$ cat config.mk
export PLATFORM = sky130hd
export DESIGN_NAME = led_trail_pwm
export DESIGN_NICKNAME = d
export VERILOG_FILES = /design/src/rtl/led_trail_pwm.sv
export SDC_FILE = /design/constraint.sdc
export NUM_CORES = 1
export LEC_CHECK = 0
export CORE_ASPECT_RATIO = 1.1
export CORE_UTILIZATION = 40
export DETAILED_ROUTE_END_ITERATION = 7
export GPL_TIMING_DRIVEN = 1
export PLACE_DENSITY_LB_ADDON = 0.25
export SLEW_MARGIN = 15
export SYNTH_ARGS = -nofsm -noshare
export SYNTH_HDL_FRONTEND = slang
export SYNTH_SLANG_ARGS = --single-unit
$ cat constraint.sdc
create_clock -name clk -period 2.2 [get_ports clk]
set_input_delay 0.55 -clock clk [delete_from_list [all_inputs] [get_ports clk]]
set_output_delay 0.55 -clock clk [all_outputs]
set_load 0.05 [all_outputs]
$ cat src/rtl/led_trail_pwm.sv
`default_nettype none
// -----------------------------------------------------------------------------
// led_trail_pwm : renders a one-hot LED position as a PWM "comet trail"
// Rev 1.0
// -----------------------------------------------------------------------------
module led_trail_pwm #(
  parameter int WIDTH     = 8,
  parameter int BW        = 4,
  parameter int DECAY_DIV = 16
) (
  input  logic             clk,
  input  logic             reset,
  input  logic [WIDTH-1:0] pos,
  output logic [WIDTH-1:0] led,
  output logic             onehot_err
);

  localparam int            DW        = (DECAY_DIV > 1) ? $clog2(DECAY_DIV) : 1;
  localparam logic [BW-1:0] LMAX      = {BW{1'b1}};
  localparam logic [BW-1:0] PCNT_LAST = LMAX - BW'(1);
  localparam logic [DW-1:0] DCNT_LAST = DW'(DECAY_DIV - 1);

  logic [WIDTH-1:0] pos_q;
  logic [DW-1:0]    dcnt;
  logic [BW-1:0]    pcnt;
  logic             decay_tick;
  logic             pos_onehot;

  assign decay_tick = (dcnt == DCNT_LAST);

  // Exactly one bit set: non-zero, and clearing the lowest set bit leaves nothing.
  assign pos_onehot = (pos_q != '0) && ((pos_q & (pos_q - WIDTH'(1))) == '0);

  always_ff @(posedge clk or negedge reset) begin
    if (!reset) begin
      pos_q      <= WIDTH'(1);
      dcnt       <= '0;
      pcnt       <= '0;
      onehot_err <= 1'b0;
    end else begin
      pos_q      <= pos;
      dcnt       <= decay_tick ? '0 : dcnt + DW'(1);
      pcnt       <= (pcnt == PCNT_LAST) ? '0 : pcnt + BW'(1);
      onehot_err <= onehot_err | ~pos_onehot;
    end
  end

  // PWM period is LMAX cycles so lvl = LMAX gives a solid-on LED.
  for (genvar i = 0; i < WIDTH; i++) begin : g_led
    logic [BW-1:0] lvl;
    logic          led_q;

    always_ff @(posedge clk or negedge reset) begin
      if (!reset) begin
        lvl   <= '0;
        led_q <= 1'b0;
      end else begin
        if (pos_q[i]) begin
          lvl <= LMAX;
        end else if (decay_tick && (lvl != '0)) begin
          lvl <= lvl - BW'(1);
        end
        led_q <= (lvl > pcnt);
      end
    end

    assign led[i] = led_q;
  end

endmodule
`default_nettype wire

**Run 1: drive-strength map**

Drawn at 4 px/µm.
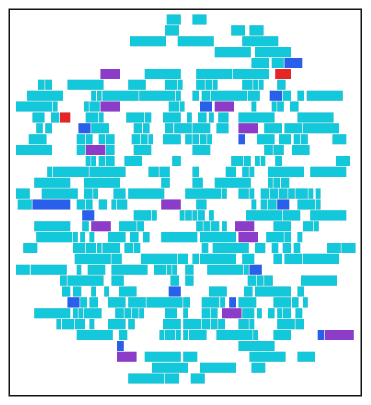
Key: _6 and larger = purple [cells 12, share 3.5%, most used clkbuf_8]; _0 and _1 cells = cyan [cells 315, share 92%, most used dfrtp_1]; _3 and _4 cells = red [cells 2, share 0.58%]; _2 cells = blue [cells 14, share 4.1%, most used o21ai_2]
final setup slack of the worst path: 150 ps
Area Growth Syn to Fin: 12.6%

**Run 1: placement density heat map**

Drawn at 4 px/µm. The die is cut into 9 by 10 equal tiles; dark blue is low, red is high, 0 to 100% covered.
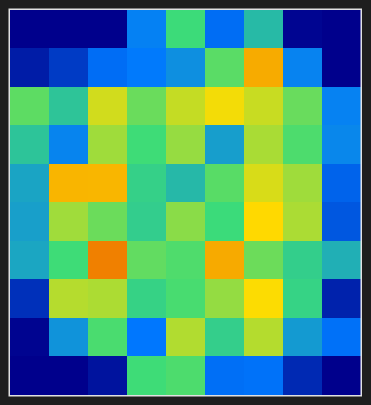
The mean over all tiles is 42%. 11% of the tiles are nearly empty. 6.7% of the tiles are over 75% full. The fullest tile reaches 86%.

**Run 1: metal 1**

Drawn at 6 px/µm. Supply wires on this layer in grey.
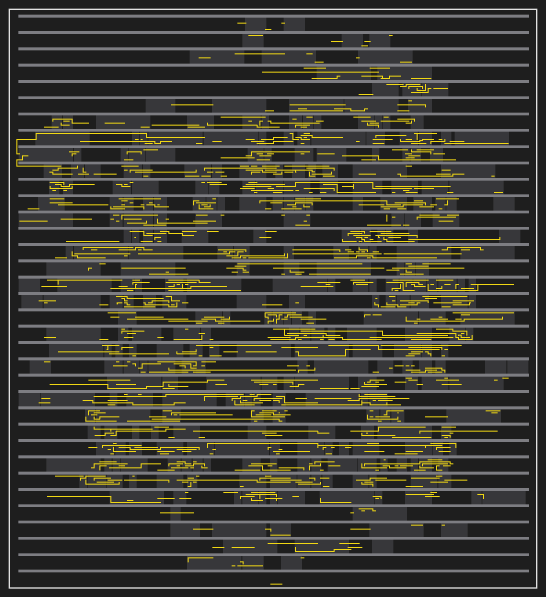
The longest straight run is 21.2 µm. The layer carries 2740 µm of wire.

==> run summary, run 1 <==
The synthesis and place-and-route flow finished, so here is a summary.

The routability congestion estimate is ~0.75. The overall die height is between 90 and 100 µm. The detailed router reported a total wirelength of between 6 and 7 mm. Per the post-route antenna check, the number of violating nets is 0. The clock passes through at most 2 buffers. The worst-case register-to-register setup slack is 500 ps. STA lists the startpoint of the worst register-to-register path as dcnt[0]. For met3 alone, demand over resource in global routing was approximately 4.4%. The maximum vdd ir drop is 0.276 mV. The maximum fanout encountered on the critical timing path is 2. After layout, the worst path uses 93.2% of the clock period. The power share of the clock group is a little over two fifths. The final hold slack is roughly 200 ps. The per-instance average area after synthesis came out at ~10 µm². The combinational cell fraction of total power came out at under 10%. The floorplan step defined a core boundary enclosing 7870 µm². For reference, the final report shows the max-slew violation count at 0. The number of warnings the tools reported is 26. The detailed-route wire length on metal 1 is roughly 2.7 mm. The cell area power density is 557 nW/µm². The global-route wire length before repair came out at just over 10 mm. The final routed wire length divided by cell count came out at approximately 13 µm. The post-cts resize count came out at 0. The count of unique library cells instantiated by Yosys is 33. The worst stage delay on the critical path is approximately 800 ps. The sequential element share of the synthesized area is ~44%.

In the final timing run, aggregate negative setup slack is 0 ps. The classification of the worst-slack hold path is in2async. The count of clock tree sinks came out at around 57. The row count came out at 34. The post-CTS clock slew at the launch and capture registers of the worst setup and hold paths came out at roughly 60 ps. The share of power burned in registers came out at between 50% and 60%. For met2 alone, demand over resource in global routing was 27.9%. The most common cell in the netlist is dfrtp_1. In the synthesized netlist the async set-or-reset flop fraction comes to 100%. The width of the chip is 87.7 µm. The total cell area at the placement stage came out at 3460 µm². The quantity of hold-fixing buffers added after cts came out at 0. The starting utilization of the core area came out at between 40% and 50%. Looking at the max-slew report, the worst-margin pin has a slew of between 600 and 700 ps. The cell sitting at the root of the clock tree is a clkbuf_8.

TritonCTS built the clock tree. Counting cells, the worst reg-to-reg path comes to 5. The library cell contributing the largest single delay on the critical path is clkdlybuf4s50_1. In this run the number of H-tree levels came out at 3. In the power breakdown, the internal column shows roughly 1.6 mW. The number of vias in the routed layout is about 2300. The number of synthesized flops with an enable pin came out at 0. The area of all placed cells without fillers came out at ~3600 µm². Once iteration 0 of detailed routing completed, the report listed ~120 DRC markers.

The count of unresolved DRC violations after routing came out at 0. OpenSTA lists the critical path endpoint as onehot_err. The instance count of the mapped netlist came out at 319. The worst-case max-slew headroom was logged as 58.4%. The maximum number of pins on one net before global-route repair is roughly 58.

The CTS buffer count is 9. The cell total after placement came out at approximately 440. The routed design shows a via density per instance of a little over 5.

The final tally of hold violations came out at 0. The number of global-route vias before repair came to around 2200. The main area contributors are dfrtp_1, ha_1, o21ai_0. The HPWL after detailed placement is about 4.2 mm.

The shortest clock period the worst path allows after layout is around 2000 ps. The worst register-to-register path ends at g_led[6].lvl[2]. The cell family contributing the most delay on the critical path is buffers and inverters. The total overflow left after global routing is 0. The worst setup skew after layout is ~3.6 ps. Per the synthesis report, the single largest cell type by area occupies a little over two fifths of cell area.

The last timing report of the flow puts the setup violation total at 0. For this run, the script counts the antenna cells in the layout as 0. The flow ran to the end, and the final reports show no timing, DRC or antenna violations. The nature of the critical path endpoint is an output port. Together, buffers and inverters on the worst path number 1. The yosys stat cell total is about 320. Based on the critical path, the design can be clocked at up to about 0.49 GHz. The post-route netlist has approximately 8.2% of its cells at a drive strength greater than 1. The net count after synthesis is around 370. The top cell types in the final layout, fill and taps aside, are dfrtp_1, ha_1, inv_1. The routed length on met3 came out at approximately 180 µm. The count of synthesis-stage warnings from yosys is 0. The depth of the critical timing path with buffers and inverters included came out at 1. The topmost layer with routed signal wires is met4.

For this run, the total global-route usage over all layers was measured as 16.5%. STA classifies the critical path startpoint as a flip-flop. Yosys reported a register bit count of about 57. The chip area is between 8000 and 9000 µm².

The total of max-cap violations came out at 0. Summed over all nets, wire length on met2 after detailed routing comes to ~3.0 mm. In the synthesized netlist the dominant register cell turns out to be dfrtp_1. The critical path class is reg2out. Setup repair after global routing left no endpoint under its margin. For reference, the top cells by count after synthesis are dfrtp_1, ha_1, inv_1. The switching component of the power is approximately 0.46 mW. The critical path arrival came out at ~1500 ps. Sorting the Yosys area breakdown by cell type puts at the top dfrtp_1. Yosys reports a chip area of between 3000 and 4000 µm². Clock latency on the worst-skew pair, taken at its later pin, is 340 ps.

The required time of the critical path is ~1700 ps. The post-synthesis cell area is roughly 3200 µm². The number of antenna violations at the first check in global routing is 0.

Post-CTS timing repair inserted 0 buffers for setup. The number of primary I/O pins came out at 19. The switching portion of total power comes to a little under a quarter. The number of nets in the layout came out at slightly below 400. The leading cell type in the layout, fill and taps excluded is dfrtp_1. The buffer_ports step reported a buffer count of 18. The most used routing layer is met2.

The reported leakage power came out at around 1.7 nW. Traced cell by cell, the critical path runs through clkdlybuf4s50_1. The final cell count without fillers came out at between 400 and 500. Tracing the worst setup path back leads to its startpoint at onehot_err. The total iterations of the first detailed-routing run came out at 4. The met1 routing resource usage after global routing came out at a little under 20%.
-- run 1: cell type report --
type                    instances  area [µm²]
fillers                       746        4230
multi-input cells             222        1590
flip-flops and latches         57        1430
repair buffers                 20         203
clock buffers                  13         159
well taps                     108         135
inverters                      28         105
clock inverters                 3        15.0
-- run 1: flip-flops by register name, indices dropped and copies added (netlist names) --
signal	flops
onehot_err	1
pcnt	4
g_led.lvl	32
dcnt	4
pos_q	8
g_led.led_q	8
-- run 1: power by group through the flow --
stage	logic (mW)	clock network [mW]	registers, mW
floorplan	0.0321	0	1.09
global placement	0.0800	0	1.10
detailed placement	0.0824	0	1.10
CTS	0.0828	0.905	1.08
global route	0.0922	0.957	1.08
finish	0.0793	0.866	1.08
-- run 1: through the flow --
| step | utilization, % | worst slack (ps) | total power, mW |
|---|---|---|---|
| 4_1_cts | 46.2 | 117 | 2.07 |
| 5_1_grt | 46.2 | 89.0 | 2.13 |
| 6_report | 46.2 | 150 | 2.02 |
| 3_5_place_dp | 44.0 | 497 | 1.18 |
| 2_1_floorplan | - | 704 | 1.13 |
| 3_3_place_gp | 44.0 | 534 | 1.18 |
-- run 1: cell families after synthesis --
logic type / synth area share, %
simple gates: 14.9
compound gates: 16.1
flops: 44.2
fa+ha+maj: 15.9
buf+inv: 6.47
xor+xnor: 2.44
-- run 1: worst reg2reg max path, stage by stage, from the launching register on --
cell and delay, ps:
dfrtp_1 400, ha_1 220, and3_1 160, buf_4 350
nand2_1 160, a211o_1 310
-- run 1: worst min-delay path by stage --
stage	end	slack (ps)	cells past startpoint
2_1_floorplan	dcnt[0]	250	0
4_1_cts	pcnt[2]	210	2
6_report	g_led[4].led_q	200	2
3_5_place_dp	dcnt[3]	470	1
5_1_grt	g_led[4].led_q	220	2
3_3_place_gp	dcnt[3]	480	1
--- run 2 (diff from run 1) ---
GPL_ROUTABILITY_DRIVEN = 1   (was not set)
==> run 2 against run 1 <==
Effect of this change: non-clock buffer count unchanged; die area stayed put; critical path type unchanged; via count did not move; highest routed layer unchanged; utilization did not move; routed wire length unchanged; worst setup slack did not move; combinational power is essentially flat.
==> run summary, run 2 <==
The synthesis and place-and-route flow finished, so here is a summary.

The yosys stat cell total came to 319 (unchanged). The number of primary I/O pins came out at 19 (unchanged). The count of clock tree sinks is 57 (unchanged). The count of synthesis-stage warnings from yosys is 0 (unchanged). By startpoint and endpoint, the worst setup path is classified as reg2out. The number of cells on the worst reg-to-reg path came out at 5 (unchanged).

The total negative setup slack came out at 0 ps (unchanged). The core area came out at 7870 µm² (unchanged). The post-synthesis sequential element count is 57 (unchanged). In this run the worst setup path begins at onehot_err. The area growth from synthesis to layout is 12.6% (unchanged).

The worst register-to-register path begins at dcnt[0]. The worst stage delay on the critical path is 800 ps (about the same). The width of the chip is 87.7 µm (unchanged). The final tally of hold violations is 0 (unchanged). The run finished with clean final reports. The maximum buffer depth of the clock tree came to 2 (unchanged). The number of buffers and inverters on the critical path was 1 (unchanged). The depth of the CTS H-tree came out at 3 (unchanged).

The fraction of layout cells with a size suffix above 1 is 8.16% (unchanged). The number of vias in the routed layout came to 2326 (unchanged). The total routing usage reported by global routing came out at 16.5% (unchanged).

The starting utilization of the core area is 41.0% (unchanged). According to the hold report, the worst path is of the in2async type. The CTS buffer count came out at 9 (unchanged).

The commonest register cell is dfrtp_1. The instance count of the mapped netlist is 319 (unchanged). The worst-case register-to-register setup slack came out at 500 ps (about the same). The proportion of register bits with asynchronous set or reset after synthesis came to 100% (unchanged).

Setup repair after global routing left no endpoint under its margin. The cell type that accounts for the most area after synthesis is dfrtp_1. Yosys instantiated no cell more often than dfrtp_1. The number of vias per cell was 5.16 (unchanged). The report lists the cells along the critical path as clkdlybuf4s50_1. The number of antenna violations at the first check in global routing came out at 0 (unchanged). The capture point of the worst reg-to-reg path is g_led[6].lvl[2]. The achievable frequency came out at 0.488 GHz (unchanged).

The final worst-path cycle share is 93.2% (unchanged). The flip-flop count of the largest register, all copies and words added is 32 (unchanged). The relative slew slack came out at 58.4% (unchanged).

The root buffer cell chosen for the clock tree is clkbuf_8. The number of max-slew violations in the final report came out at 0 (unchanged). The combinational gate area is 1590 µm² (unchanged). The total of endpoints with negative setup slack in the final report came out at 0 (unchanged). The chip area is 8430 µm² (unchanged).

The buffers inserted during post-CTS setup optimization came out at 0 (unchanged). The worst setup path is launched from a flip-flop. The post-CTS clock slew at the launch and capture registers of the worst setup and hold paths is 60 ps (about the same). The total iterations of the first detailed-routing run came to 4 (unchanged). The critical path arrival came out at 1500 ps (about the same). The iteration-0 DRC count of the detailed router is 121 (unchanged). The required time of the critical path is 1650 ps (about the same). The critical path's slowest stage uses the library cell clkdlybuf4s50_1. The count of port buffers added during placement came out at 18 (unchanged). The measured slew at the worst slew-check pin came to 625 ps (unchanged).

The post-cts resize count is 0 (unchanged). The count of unresolved DRC violations after routing came out at 0 (unchanged). The number of synthesized flops with an enable pin came out at 0 (unchanged).

The HPWL after detailed placement came to 4.21 mm (unchanged). The remaining antenna violation count after routing came out at 0 (unchanged). The antenna cell count came out at 0 (unchanged). The area of the synthesized netlist per yosys stat is 3230 µm² (unchanged). Counting only logic cells after layout, the most numerous master is dfrtp_1.

The most common logic cells in the final layout are dfrtp_1, ha_1, inv_1. The reported leakage power came out at 1.67 nW (unchanged). The maximum fanout encountered on the critical timing path is 2 (unchanged). The net count after synthesis is 370 (unchanged). The quantity of hold-fixing buffers added after cts was 0 (unchanged). Per STA, the worst path accumulates the most delay in the family buffers and inverters.

The sequential cell area is 1430 µm² (unchanged). The overall die height is 96.2 µm (unchanged). The total grt overflow is 0 (unchanged). The register with the most flip-flops is g_led.lvl.

The worst setup path is captured at an output port. The share of the synthesized area in the top cell type is 43.4% (unchanged). The global-route wire length before repair was 10.2 mm (unchanged). The depth of the critical timing path with buffers and inverters included is 1 (unchanged).

The number of warnings the tools reported is 26 (unchanged). The sequential element share of the synthesized area is 44.2% (unchanged). The worst setup skew after layout is 3.62 ps (unchanged). The shortest clock period the worst path allows after layout is 2050 ps (unchanged). The synthesis report lists the most area-consuming cells as dfrtp_1, ha_1, o21ai_0.

The maximum vdd ir drop is 0.276 mV (unchanged). The final hold slack is 205 ps (unchanged). The number of nets in the layout is 389 (unchanged). The count of unique library cells instantiated by Yosys is 33 (unchanged).

The largest registers in the layout are g_led.lvl x32, g_led.led_q x8, pos_q x8. The number of global-route vias before repair was 2188 (unchanged). The post-synthesis cell area is 3230 µm² (unchanged).

OpenSTA lists the critical path endpoint as onehot_err. The commonest cells after synthesis are dfrtp_1, ha_1, inv_1. The maximum number of pins on one net before global-route repair is 58 (unchanged). TritonCTS built the clock tree. The pre-CTS worst setup slack came to 497 ps (unchanged). The final routed wire length divided by cell count is 13.3 µm (unchanged).

The routability congestion estimate is 0.750 (unchanged).
## run 2: cell counts after synthesis
No cell type changed its count.
## run 2: cell type report
type / instances / share of cell area (%)
flip-flops and latches: 57 / 39.3
repair buffers: 20 / 5.57
multi-input cells: 222 / 43.8
clock inverters: 3 / 0.413
inverters: 28 / 2.89
well taps: 108 / 3.72
clock buffers: 13 / 4.37
## run 2: cell families (layout without fill, tap and decap cells)
group | Yosys count | after routing | share of synthesized area (%)
xor gates and xnor gates | 9 | 9 | 2.44
DFF | 57 | 57 | 44.2
buffers and inverters | 40 | 64 | 6.47
AOI/OAI and AO/OA | 83 | 83 | 16.1
and+or+nand+nor | 89 | 89 | 14.9
adders and majority gates | 41 | 41 | 15.9
## run 2: where the power goes
| group | switching, mW | internal (mW) | leakage (nW) |
|---|---|---|---|
| clock network | 0.402 | 0.464 | 0.0932 |
| logic | 0.0473 | 0.0320 | 1.01 |
| registers | 0.0150 | 1.06 | 0.566 |
| total | 0.464 | 1.56 | 1.67 |
## run 2: routing by layer
metal | track usage, % | routed length (µm) | share of wire [%]
met3 | 4.37 | 181 | 3.0
met5 | 0 | 0 | 0
met2 | 27.9 | 2960 | 49
met4 | 8.20 | 129 | 2.1
met1 | 19.4 | 2740 | 46
## run 2: stage by stage
| stage | cells | util (%) | area (µm²) | power (mW) |
|---|---|---|---|---|
| global placement | 435 | 44.0 | 3460 | 1.18 |
| floorplan | 319 | - | 3230 | 1.13 |
| detailed placement | 435 | 44.0 | 3460 | 1.18 |
| global route | 451 | 46.2 | 3640 | 2.13 |
| finish | 451 | 46.2 | 3640 | 2.02 |
| CTS | 451 | 46.2 | 3640 | 2.07 |
**Run 2: cell outlines without signal wires**

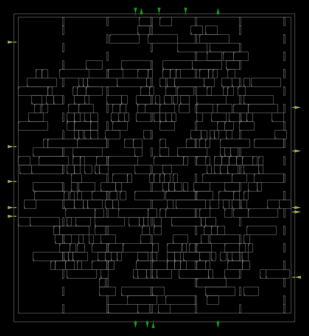
inserted tap cell count: 108
register fraction of the total cell area: 39.3%
total number of placement rows: 34
fill cell count: 746

Power is estimated from default activity; no workload was simulated.
